<file path="config.mk">
export PLATFORM = sky130hd
export DESIGN_NAME = load_store_master_flat
export DESIGN_NICKNAME = d
export VERILOG_FILES = /design/src/rtl/load_store_master_if.sv /design/src/rtl/load_store_master.sv /design/src/flat_wrapper.sv
export SDC_FILE = /design/constraint.sdc
export NUM_CORES = 1
export LEC_CHECK = 0
export ABC_AREA = 1
export ABC_CLOCK_PERIOD_IN_PS = 2800
export CAP_MARGIN = 40
export CORE_UTILIZATION = 25
export CTS_BUF_LIST = sky130_fd_sc_hd__clkbuf_16
export DETAILED_ROUTE_END_ITERATION = 8
export GPL_ROUTABILITY_DRIVEN = 0
export PLACE_DENSITY = 0.54
export SYNTH_ARGS = -nofsm -noshare
export SYNTH_HDL_FRONTEND = slang
export SYNTH_SLANG_ARGS = --single-unit
export TNS_END_PERCENT = 5
</file>
<file path="constraint.sdc">
create_clock -name clk -period 2.8 [get_ports clk]
set_input_delay 0.56 -clock clk [delete_from_list [all_inputs] [get_ports clk]]
set_output_delay 0.56 -clock clk [all_outputs]
set_load 0.005 [all_outputs]
</file>
<file path="src/rtl/load_store_master_if.sv">
`default_nettype none
// ============================================================================
// Module   : load_store_master_if
// Purpose  : Word-addressed req/ack data-memory bus between the load/store
//            master and the data memory responder.
// Revision : 1.0
// ============================================================================
interface load_store_master_if #(
    parameter int ADDR_W = 8
);
    logic              mem_req;
    logic              mem_we;
    logic [ADDR_W-1:0] mem_addr;
    logic [3:0]        mem_be;
    logic [31:0]       mem_wdata;
    logic [31:0]       mem_rdata;
    logic              mem_ack;

    modport master (
        output mem_req,
        output mem_we,
        output mem_addr,
        output mem_be,
        output mem_wdata,
        input  mem_rdata,
        input  mem_ack
    );

    modport slave (
        input  mem_req,
        input  mem_we,
        input  mem_addr,
        input  mem_be,
        input  mem_wdata,
        output mem_rdata,
        output mem_ack
    );
endinterface
`default_nettype wire

</file>
<file path="src/rtl/load_store_master.sv">
`default_nettype none
// ============================================================================
// Module   : load_store_master
// Purpose  : MEM-stage load/store initiator: one req/ack word access per
//            command with byte-lane steering and load extension.
//            Define MISALIGN_TRAP_EN to reject misaligned half/word accesses.
// Revision : 1.0
// ============================================================================
module load_store_master #(
    parameter int ADDR_W         = 8,
    parameter int TIMEOUT_CYCLES = 16,
    parameter int CNT_W          = 5
) (
    input  logic                       clk,
    input  logic                       rst,
    input  logic                       start_i,
    input  logic [5:0]                 opcode_i,
    input  logic [31:0]                address_i,
    input  logic [31:0]                store_data_i,
    output logic                       busy_o,
    output logic                       done_o,
    output logic                       err_o,
    output logic [31:0]                load_data_o,
    load_store_master_if.master        mem
);

    typedef enum logic [1:0] {
        S_IDLE   = 2'd0,
        S_ACCESS = 2'd1,
        S_DONE   = 2'd2
    } state_t;

    localparam logic [1:0]       c_SZ_B     = 2'd0;
    localparam logic [1:0]       c_SZ_H     = 2'd1;
    localparam logic [1:0]       c_SZ_W     = 2'd2;
    localparam logic [CNT_W-1:0] c_CNT_LAST = CNT_W'(TIMEOUT_CYCLES - 1);

    state_t            state_q;
    logic              busy_q;
    logic              done_q;
    logic              err_q;
    logic [31:0]       load_data_q;
    logic              req_q;
    logic              we_q;
    logic [ADDR_W-1:0] addr_q;
    logic [3:0]        be_q;
    logic [31:0]       wdata_q;
    logic [CNT_W-1:0]  cnt_q;
    logic [1:0]        size_q;
    logic              unsigned_q;
    logic [1:0]        lane_q;

    logic              w_legal;
    logic              w_store;
    logic              w_unsigned;
    logic [1:0]        w_size;
    logic              w_misalign;
    logic [3:0]        be_d;
    logic [31:0]       wdata_d;
    logic [31:0]       w_shifted;
    logic [31:0]       load_ext_d;
    logic              w_unused;

    // Byte-address bits above the word index wrap and are intentionally dropped.
    assign w_unused = ^address_i[31:ADDR_W+2];

    always_comb begin
        w_legal    = 1'b1;
        w_store    = 1'b0;
        w_unsigned = 1'b0;
        w_size     = c_SZ_W;
        case (opcode_i)
            6'h20: w_size = c_SZ_B;
            6'h21: w_size = c_SZ_H;
            6'h23: w_size = c_SZ_W;
            6'h24: begin w_size = c_SZ_B; w_unsigned = 1'b1; end
            6'h25: begin w_size = c_SZ_H; w_unsigned = 1'b1; end
            6'h28: begin w_size = c_SZ_B; w_store    = 1'b1; end
            6'h29: begin w_size = c_SZ_H; w_store    = 1'b1; end
            6'h2B: begin w_size = c_SZ_W; w_store    = 1'b1; end
            default: w_legal = 1'b0;
        endcase
    end

`ifdef MISALIGN_TRAP_EN
    assign w_misalign = ((w_size == c_SZ_H) && address_i[0]) ||
                        ((w_size == c_SZ_W) && (address_i[1:0] != 2'b00));
`else
    assign w_misalign = 1'b0;
`endif

    always_comb begin
        be_d    = 4'b1111;
        wdata_d = store_data_i;
        if (w_store) begin
            case (w_size)
                c_SZ_B: begin
                    be_d    = 4'b0001 << address_i[1:0];
                    wdata_d = {4{store_data_i[7:0]}};
                end
                c_SZ_H: begin
                    be_d    = address_i[1] ? 4'b1100 : 4'b0011;
                    wdata_d = {2{store_data_i[15:0]}};
                end
                default: ;
            endcase
        end
    end

    // Bring the addressed lane down to bit 0, then extend from there.
    always_comb begin
        w_shifted  = mem.mem_rdata;
        load_ext_d = mem.mem_rdata;
        case (size_q)
            c_SZ_B: begin
                w_shifted  = mem.mem_rdata >> {lane_q, 3'b000};
                load_ext_d = unsigned_q ? {24'h0, w_shifted[7:0]}
                                        : {{24{w_shifted[7]}}, w_shifted[7:0]};
            end
            c_SZ_H: begin
                w_shifted  = mem.mem_rdata >> {lane_q[1], 4'b0000};
                load_ext_d = unsigned_q ? {16'h0, w_shifted[15:0]}
                                        : {{16{w_shifted[15]}}, w_shifted[15:0]};
            end
            default: ;
        endcase
    end

    always_ff @(posedge clk or posedge rst) begin
        if (rst) begin
            state_q     <= S_IDLE;
            busy_q      <= 1'b0;
            done_q      <= 1'b0;
            err_q       <= 1'b0;
            load_data_q <= '0;
            req_q       <= 1'b0;
            we_q        <= 1'b0;
            addr_q      <= '0;
            be_q        <= '0;
            wdata_q     <= '0;
            cnt_q       <= '0;
            size_q      <= c_SZ_W;
            unsigned_q  <= 1'b0;
            lane_q      <= '0;
        end else begin
            done_q <= 1'b0;
            err_q  <= 1'b0;
            case (state_q)
                S_IDLE: begin
                    if (start_i) begin
                        busy_q <= 1'b1;
                        if (!w_legal || w_misalign) begin
                            done_q  <= 1'b1;
                            err_q   <= 1'b1;
                            state_q <= S_DONE;
                        end else begin
                            req_q      <= 1'b1;
                            we_q       <= w_store;
                            addr_q     <= address_i[ADDR_W+1:2];
                            be_q       <= be_d;
                            wdata_q    <= wdata_d;
                            cnt_q      <= '0;
                            size_q     <= w_size;
                            unsigned_q <= w_unsigned;
                            lane_q     <= address_i[1:0];
                            state_q    <= S_ACCESS;
                        end
                    end
                end
                S_ACCESS: begin
                    // An ack in the final timeout cycle still completes cleanly.
                    if (mem.mem_ack) begin
                        req_q   <= 1'b0;
                        done_q  <= 1'b1;
                        state_q <= S_DONE;
                        if (!we_q) begin
                            load_data_q <= load_ext_d;
                        end
                    end else if (cnt_q == c_CNT_LAST) begin
                        req_q   <= 1'b0;
                        done_q  <= 1'b1;
                        err_q   <= 1'b1;
                        state_q <= S_DONE;
                    end else begin
                        cnt_q <= cnt_q + CNT_W'(1);
                    end
                end
                S_DONE: begin
                    busy_q  <= 1'b0;
                    state_q <= S_IDLE;
                end
                default: state_q <= S_IDLE;
            endcase
        end
    end

    assign busy_o        = busy_q;
    assign done_o        = done_q;
    assign err_o         = err_q;
    assign load_data_o   = load_data_q;
    assign mem.mem_req   = req_q;
    assign mem.mem_we    = we_q;
    assign mem.mem_addr  = addr_q;
    assign mem.mem_be    = be_q;
    assign mem.mem_wdata = wdata_q;

endmodule
`default_nettype wire
</file>
<file path="src/flat_wrapper.sv">
// flat-port wrapper written by rule: the top's interface ports become plain ports
module load_store_master_flat 
#(
    parameter int ADDR_W         = 8,
    parameter int TIMEOUT_CYCLES = 16,
    parameter int CNT_W          = 5
)
  (clk, rst, start_i, opcode_i, address_i, store_data_i, busy_o, done_o, err_o, load_data_o, mem_mem_req, mem_mem_we, mem_mem_addr, mem_mem_be, mem_mem_wdata, mem_mem_rdata, mem_mem_ack);
  load_store_master_if #(.ADDR_W(ADDR_W)) mem_i ();
  input  logic clk;
  input  logic rst;
  input  logic start_i;
  input  logic [5:0] opcode_i;
  input  logic [31:0] address_i;
  input  logic [31:0] store_data_i;
  output logic busy_o;
  output logic done_o;
  output logic err_o;
  output logic [31:0] load_data_o;
  output wire logic [$bits(mem_i.mem_req)-1:0] mem_mem_req;
  output wire logic [$bits(mem_i.mem_we)-1:0] mem_mem_we;
  output wire logic [$bits(mem_i.mem_addr)-1:0] mem_mem_addr;
  output wire logic [$bits(mem_i.mem_be)-1:0] mem_mem_be;
  output wire logic [$bits(mem_i.mem_wdata)-1:0] mem_mem_wdata;
  input wire logic [$bits(mem_i.mem_rdata)-1:0] mem_mem_rdata;
  input wire logic [$bits(mem_i.mem_ack)-1:0] mem_mem_ack;
  assign mem_mem_req = mem_i.mem_req;
  assign mem_mem_we = mem_i.mem_we;
  assign mem_mem_addr = mem_i.mem_addr;
  assign mem_mem_be = mem_i.mem_be;
  assign mem_mem_wdata = mem_i.mem_wdata;
  assign mem_i.mem_rdata = mem_mem_rdata;
  assign mem_i.mem_ack = mem_mem_ack;
  load_store_master #(.ADDR_W(ADDR_W), .TIMEOUT_CYCLES(TIMEOUT_CYCLES), .CNT_W(CNT_W)) u_core (.clk(clk), .rst(rst), .start_i(start_i), .opcode_i(opcode_i), .address_i(address_i), .store_data_i(store_data_i), .busy_o(busy_o), .done_o(done_o), .err_o(err_o), .load_data_o(load_data_o), .mem(mem_i));
endmodule
</file>
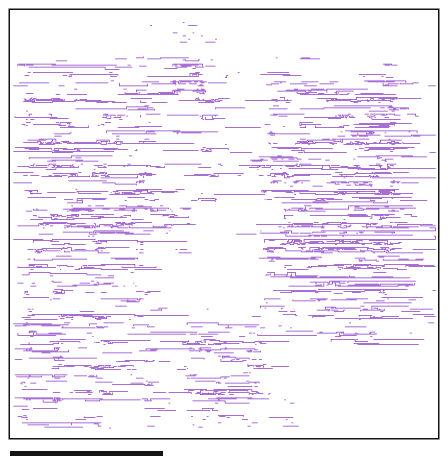
(images/met1.png)
The bar under the picture is 50 µm long.
longest straight run: 42.8 µm
wire length on this layer: 6650 µm
detailed-route via count: 4572
overall routed net length: 15200 µm
Global Route met1 Usage: 0.207

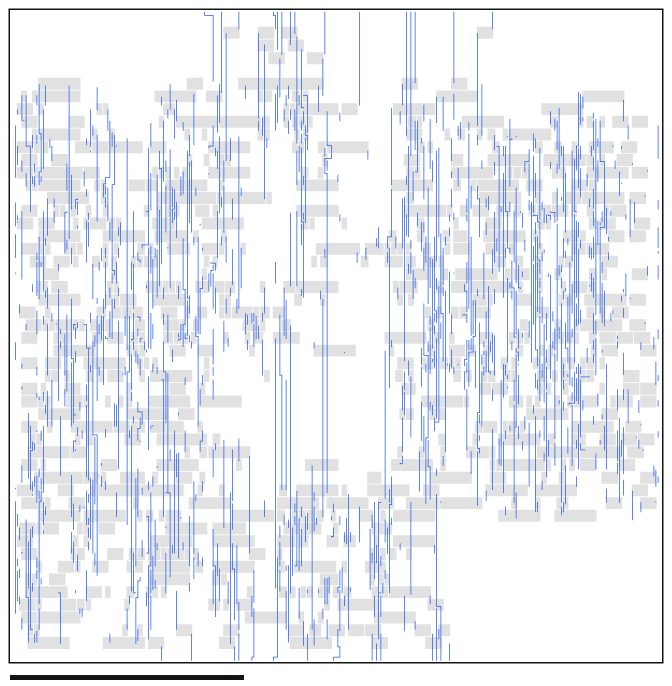
(images/met2.png)
The bar under the picture is 50 µm long. Cells faint in the background.
longest straight run: 68.3 µm
share of all routed wire: 44%
main direction: vertical
global-route met2 utilization: 0.247

==> reports/writeup.txt <==
The flow ran to the end, and the final reports show no timing, DRC or antenna violations. The synthesized design contains 93 register bits. Gates resized during post-CTS repair numbered 0. In the post-route analysis, the smallest setup slack over all paths is 0.783 ns. The tightest hold path in the finished design has a slack of 0.481 ns. The number of port buffers is 164, and the chip area is 19500 µm². Setup repair after global routing left no endpoint under its margin. The run gives 0 for the initial antenna violation count. The synthesis run shows the most used standard cells to be nand2_1 (255), dfrtp_1 (92), o21ai_0 (56). The width of the chip is 140 µm. With the met3 wirelength from detailed routing at 1720 µm, the ratio of routed vias to standard cells is 4.47. Per the timing report, the achievable frequency comes out to 0.496 GHz. The most numerous cell on the critical path was nand2_1.

With the top-level I/O count at 187, the wire length on met1 is 6650 µm. The worst setup path is captured at a flip-flop. Share of final layout cell area taken by clock buffers and inverters: 0.0429. The primary flip-flop cell chosen by synthesis mapping is dfrtp_1.

Area share of and/or/nand/nor cells after synthesis: 0.300. The run gives 0 as the total congestion overflow after global routing. The power per cell area is 759 nW/µm². The biggest area contributor in the post-synthesis netlist is dfrtp_1. Per the layout area report, the combinational gate area comes to 2050 µm². The final cycle utilization of the critical path is 0.720, and the slack of the worst reg-to-reg path is 0.91 ns. Per STA, the worst path is made up of clkdlybuf4s50_1 -> inv_2 -> nor2_8 -> nand4_2 -> buf_12 -> o21ai_0 -> nand2_1 -> nand2_1.

The number of pins with negative max-slew slack in the final report is 0. OpenSTA lists the critical path endpoint as u_core.mem.mem_wdata[21]. The final timing report counts setup violations totalling 0. The logic depth of the worst setup path including buffers came out at 8. The reported sequential group power came out at 2.10 mW. The number of well taps was 229.

The area share of the leading cell type in the synthesized netlist came out at 0.487. Once the clock tree was built, the setup fixing pass inserted 0 buffers. Hold repair after CTS inserted 0 buffers.
Power and IR drop assume default switching activity.
